<file path="src/rtl/load_store_unit.sv">
// load_store_unit: formats execute-stage memory ops into dmem requests and aligns load results
module load_store_unit #(
  parameter bit CHECK_ALIGN = 1'b1
) (
  input  logic        clk,
  input  logic        rst_n,
  input  logic        exe_valid,
  input  logic [1:0]  exe_fcn,
  input  logic [2:0]  exe_typ,
  input  logic [31:0] exe_addr,
  input  logic [31:0] exe_wdata,
  input  logic        pipeline_kill,
  output logic        exe_ready,
  output logic [68:0] dmem_req,
  output logic        dmem_req_valid,
  input  logic        dmem_req_ready,
  input  logic        dmem_res_valid,
  input  logic [31:0] dmem_res_data,
  output logic        wb_valid,
  output logic [31:0] wb_data,
  output logic        misaligned,
  output logic        stall
);
  localparam logic [1:0] M_XRD = 2'd0;
  localparam logic [1:0] M_X   = 2'd2;
  localparam logic [2:0] MT_B  = 3'd0;
  localparam logic [2:0] MT_BU = 3'd1;
  localparam logic [2:0] MT_H  = 3'd2;
  localparam logic [2:0] MT_HU = 3'd3;
  localparam logic [2:0] MT_W  = 3'd4;
  localparam logic [2:0] MT_WU = 3'd5;
  typedef enum logic [1:0] {IDLE, REQ, WAIT, DRAIN} state_t;
  state_t      state, state_nxt;
  logic [31:0] req_addr, req_data, st_data, ld_data, byte_w, half_w;
  logic [1:0]  req_fcn;
  logic [2:0]  req_typ;
  logic        accept, mis, issue, is_load, complete;
  // Decode the incoming op and shape store data / load result into their lanes
  always_comb begin
    accept   = exe_valid & exe_ready & ~pipeline_kill;
    mis      = CHECK_ALIGN && (((exe_typ == MT_H || exe_typ == MT_HU) && exe_addr[0]) ||
                               ((exe_typ == MT_W || exe_typ == MT_WU) && exe_addr[1:0] != 2'd0));
    issue    = accept && exe_fcn != M_X && !mis;
    is_load  = req_fcn == M_XRD;
    complete = dmem_res_valid & ~pipeline_kill & is_load &
               ((state == REQ & dmem_req_ready) | state == WAIT);
    st_data  = (exe_typ == MT_B || exe_typ == MT_BU) ? {24'd0, exe_wdata[7:0]} << {exe_addr[1:0], 3'b000} :
               (exe_typ == MT_H || exe_typ == MT_HU) ? {16'd0, exe_wdata[15:0]} << {exe_addr[1], 4'b0000} :
               exe_wdata;
    byte_w   = dmem_res_data >> {req_addr[1:0], 3'b000};
    half_w   = dmem_res_data >> {req_addr[1], 4'b0000};
    ld_data  = req_typ == MT_B  ? {{24{byte_w[7]}}, byte_w[7:0]} :
               req_typ == MT_BU ? {24'd0, byte_w[7:0]} :
               req_typ == MT_H  ? {{16{half_w[15]}}, half_w[15:0]} :
               req_typ == MT_HU ? {16'd0, half_w[15:0]} :
               dmem_res_data;
  end
  // State register
  always_ff @(posedge clk) begin
    if (!rst_n) state <= IDLE;
    else state <= state_nxt;
  end
  // Next-state logic; a kill after the memory took a load must still drain its response
  always_comb begin
    state_nxt = state;
    case (state)
      IDLE:  state_nxt = issue ? REQ : IDLE;
      REQ:   state_nxt = dmem_req_ready ? ((is_load && !dmem_res_valid) ? (pipeline_kill ? DRAIN : WAIT) : IDLE) :
                         pipeline_kill ? IDLE : REQ;
      WAIT:  state_nxt = dmem_res_valid ? IDLE : pipeline_kill ? DRAIN : WAIT;
      DRAIN: state_nxt = dmem_res_valid ? IDLE : DRAIN;
      default: state_nxt = IDLE;
    endcase
  end
  // Outputs derived from state and the held request
  always_comb begin
    exe_ready      = state == IDLE;
    dmem_req_valid = state == REQ;
    stall          = (exe_valid & ~exe_ready) | (state != IDLE);
    dmem_req       = {req_addr, req_data, req_fcn, req_typ};
  end
  // Request capture, writeback and exception pulses
  always_ff @(posedge clk) begin
    if (!rst_n) begin
      req_addr   <= '0;
      req_data   <= '0;
      req_fcn    <= '0;
      req_typ    <= '0;
      wb_valid   <= 1'b0;
      wb_data    <= '0;
      misaligned <= 1'b0;
    end else begin
      if (issue) begin
        req_addr <= exe_addr;
        req_data <= st_data;
        req_fcn  <= exe_fcn;
        req_typ  <= exe_typ;
      end
      wb_valid   <= complete;
      if (complete) wb_data <= ld_data;
      misaligned <= accept && exe_fcn != M_X && mis;
    end
  end
endmodule
</file>
<file path="config.mk">
export PLATFORM = sky130hd
export DESIGN_NAME = load_store_unit
export DESIGN_NICKNAME = d
export VERILOG_FILES = /design/src/rtl/load_store_unit.sv
export SDC_FILE = /design/constraint.sdc
export NUM_CORES = 1
export LEC_CHECK = 0
export ABC_CLOCK_PERIOD_IN_PS = 2040
export CORE_MARGIN = 4
export CORE_UTILIZATION = 43
export DETAILED_ROUTE_END_ITERATION = 7
export PLACE_DENSITY_LB_ADDON = 0.3
export SKIP_CTS_REPAIR_TIMING = 1
export SLEW_MARGIN = 20
export SYNTH_ARGS = -nofsm -noshare
export SYNTH_HDL_FRONTEND = slang
export SYNTH_SLANG_ARGS = --single-unit
</file>
<file path="constraint.sdc">
create_clock -name clk -period 2.04 [get_ports clk]
set_input_delay 0.408 -clock clk [delete_from_list [all_inputs] [get_ports clk]]
set_output_delay 0.408 -clock clk [all_outputs]
set_load 0.01 [all_outputs]
</file>
==> flow_metrics.py <==
# Physical implementation metrics
metrics = {
    "setup_path": {
        "r2r_setup_slack_ns": 0.25,
        "slowest_delay_ns": 0.49,
        "cp.depth": 6,
        "critPathCaptureType": "flop",
        "cp.arrival_ns": 2.16,
        "timing.critical_path.buf_inv": 2,
        "path_cells": "clkdlybuf4s50_1, or4b_4, a211o_1, a21oi_4, buf_12, a21oi_1",
        "crit_slowest_cell": "or4b_4",
    },
    "routing": {
        "drc_errors": 0,
        "ant_nets": 0,
        "dr_total_vias": 5463,
    },
    "die": {
        "die_y_um": 115,
        "taps": 140,
    },
    "min_path": {
        "holdPathStages": 2,
        "hp-class": "reg -> reg",
    },
    "global_route": {
        "track_usage": 0.252,
        "antenna_found_initial": 0,
    },
    "yosys": {
        "synth_area_um2": 4920,
        "simple_gate_share": 0.136,
        "synthDistinctLibCells": 48,
        "yosysSeqAreaShare": 0.427,
        "yosys-stat-area_um2": 4920,
        "ys_top_cells_by_area": "dfxtp_1 (43%), a21oi_1 (8.9%), o21ai_0 (7.3%)",
        "yosys_warnings": 0,
        "synth_top_area_share": 0.427,
    },
    "sta": {
        "setup_viol": 0,
        "timing.hold.ws_ns": 0.453,
        "fin_skew_ns": 0.00808,
        "worstMarginPinSlew_ns": 0.731,
    },
    "placement": {
        "port_buffers": 212,
    },
    "clock_network": {
        "cts_buffers": 9,
        "htreeDepth": 3,
    },
    "run_status": {
        "status": "complete, no violations",
    },
    "pwr": {
        "leakagePower_uw": 0.00265,
    },
    "layout": {
        "antenna_cells": 0,
    },
}
## worst reg2reg max path: cells and delay by family (launching register included)
family	cells	cell delay, ns
buffers and inverters	1	0.19
and+or+nand+nor	1	0.57
DFF	1	0.34
AOI/OAI and AO/OA	3	0.59
## power groups by stage
stage	logic [uW]	clock network, uW	registers [uW]
final	960	1730	2170
after global routing	1020	1820	2180
after CTS	950	1760	2170
after floorplan	362	0	2240
after global placement	932	0	2210
after detailed placement	945	0	2220
## state kept, by name, summed over array words and instances (netlist names)
signal	cells
wb_valid	1
state	2
req_addr	32
req_data	32
req_fcn	2
misaligned	1
req_typ	3
wb_data	32
## routing by layer
metal | up-vias | global-route usage | part of all wire
met3 | 42 | 0.0837 | 0.11
met2 | 279 | 0.407 | 0.46
met5 | - | 0 | 0
met4 | 0 | 0.0837 | 0.026
met1 | 2561 | 0.317 | 0.40
li1 | 2581 | - | -
## stage by stage
stage | util | setup slack (ns)
global placement | 0.664 | -0.234
detailed placement | 0.664 | -0.312
finish | 0.692 | 0.0946
floorplan | - | 0.229
CTS | 0.691 | -0.0150
global route | 0.692 | 0.0330
## worst paths after layout
| check | from | to |
|---|---|---|
| hold reg to reg | wb_data[7] | wb_data[7] |
| setup reg to reg | req_fcn[1] | wb_data[23] |
| setup / recovery | dmem_res_valid | wb_data[23] |
| hold / removal | wb_data[7] | wb_data[7] |
## placed cells by master (no fill, tap or decap), drive strengths merged, types with 3 or more instances in the layout
cell             n
a21oi           95
a221o            5
a22o             9
a22oi           24
a2bb2oi          7
a311oi          11
buf             37
clkbuf          10
clkdlybuf4s50  212
dfxtp          105
inv              5
mux2i           10
nand2           33
nand2b           3
nand3           46
nand4           10
nand4b           4
nor2            15
nor2b            3
nor3             5
nor3b            5
o211ai           6
o21ai           72
o21bai          18
o221a            8
o22a             6
### Routing congestion

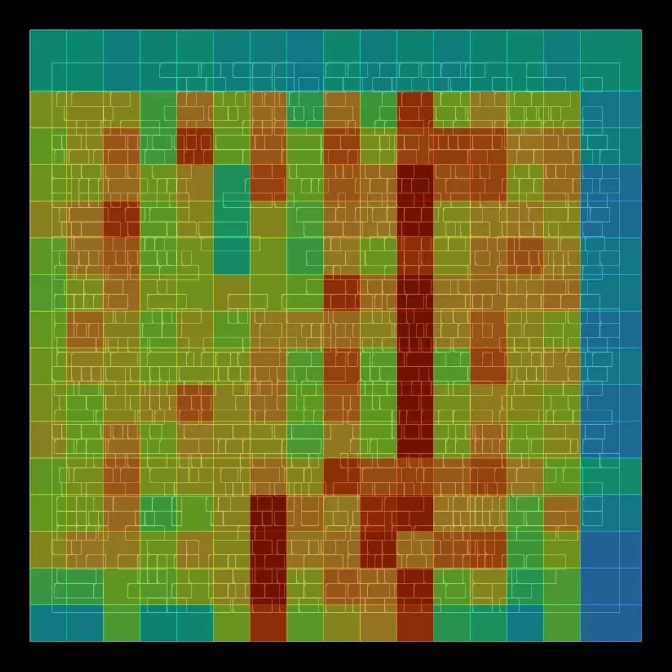
Top Usage Layer GRT: met2
met1 Use GR: 0.317
WL per Instance: 19.1 um
global routing usage on met3: 0.0837

### Sequential cells grouped by signal name

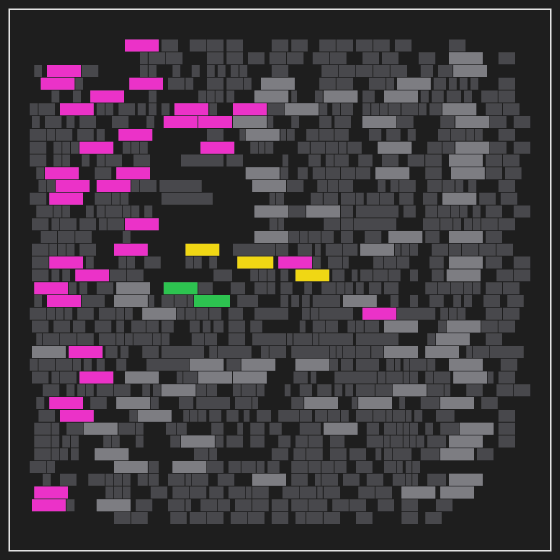
[magenta] req_addr | sequential cells: 32
[green] state | sequential cells: 2
[yellow] req_typ | sequential cells: 3
flop share of the area: 0.276
Seq. cell area: 2100 um^2
Final Core Density: 0.692
sequential power: 2170 uW

### Drive-strength map

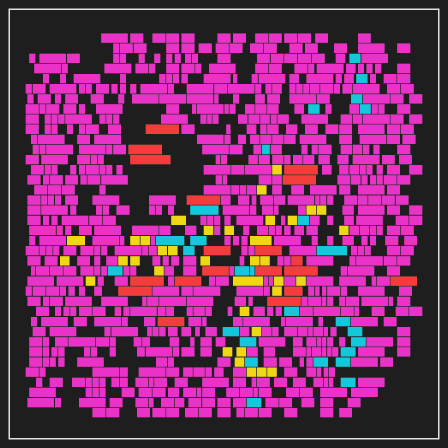
[cyan] _2 cells | cells: 27 | share: 3.4%
[magenta] _0 and _1 cells | cells: 701 | share: 90%
[yellow] _3 and _4 cells | cells: 36 | share: 4.6%
[red] _6 and larger | cells: 19 | share: 2.4%
final instance area: 7640 um^2
final setup margin: 0.0946 ns
nonclk buf count: 249

### Local utilization

The die is cut into 11 by 11 equal tiles; black is low, pale yellow is high, 0 to 100% covered.
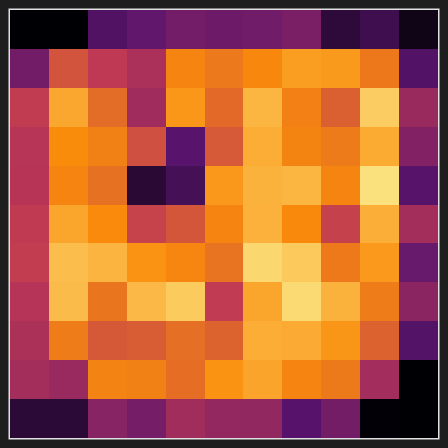
mean over tiles: 56%
tiles over 75% full: 27%
nearly empty tiles: 4.1%
fullest tile: 94%
core area: 11000 um^2
FP Util: 0.446

Power and IR drop assume default switching activity.
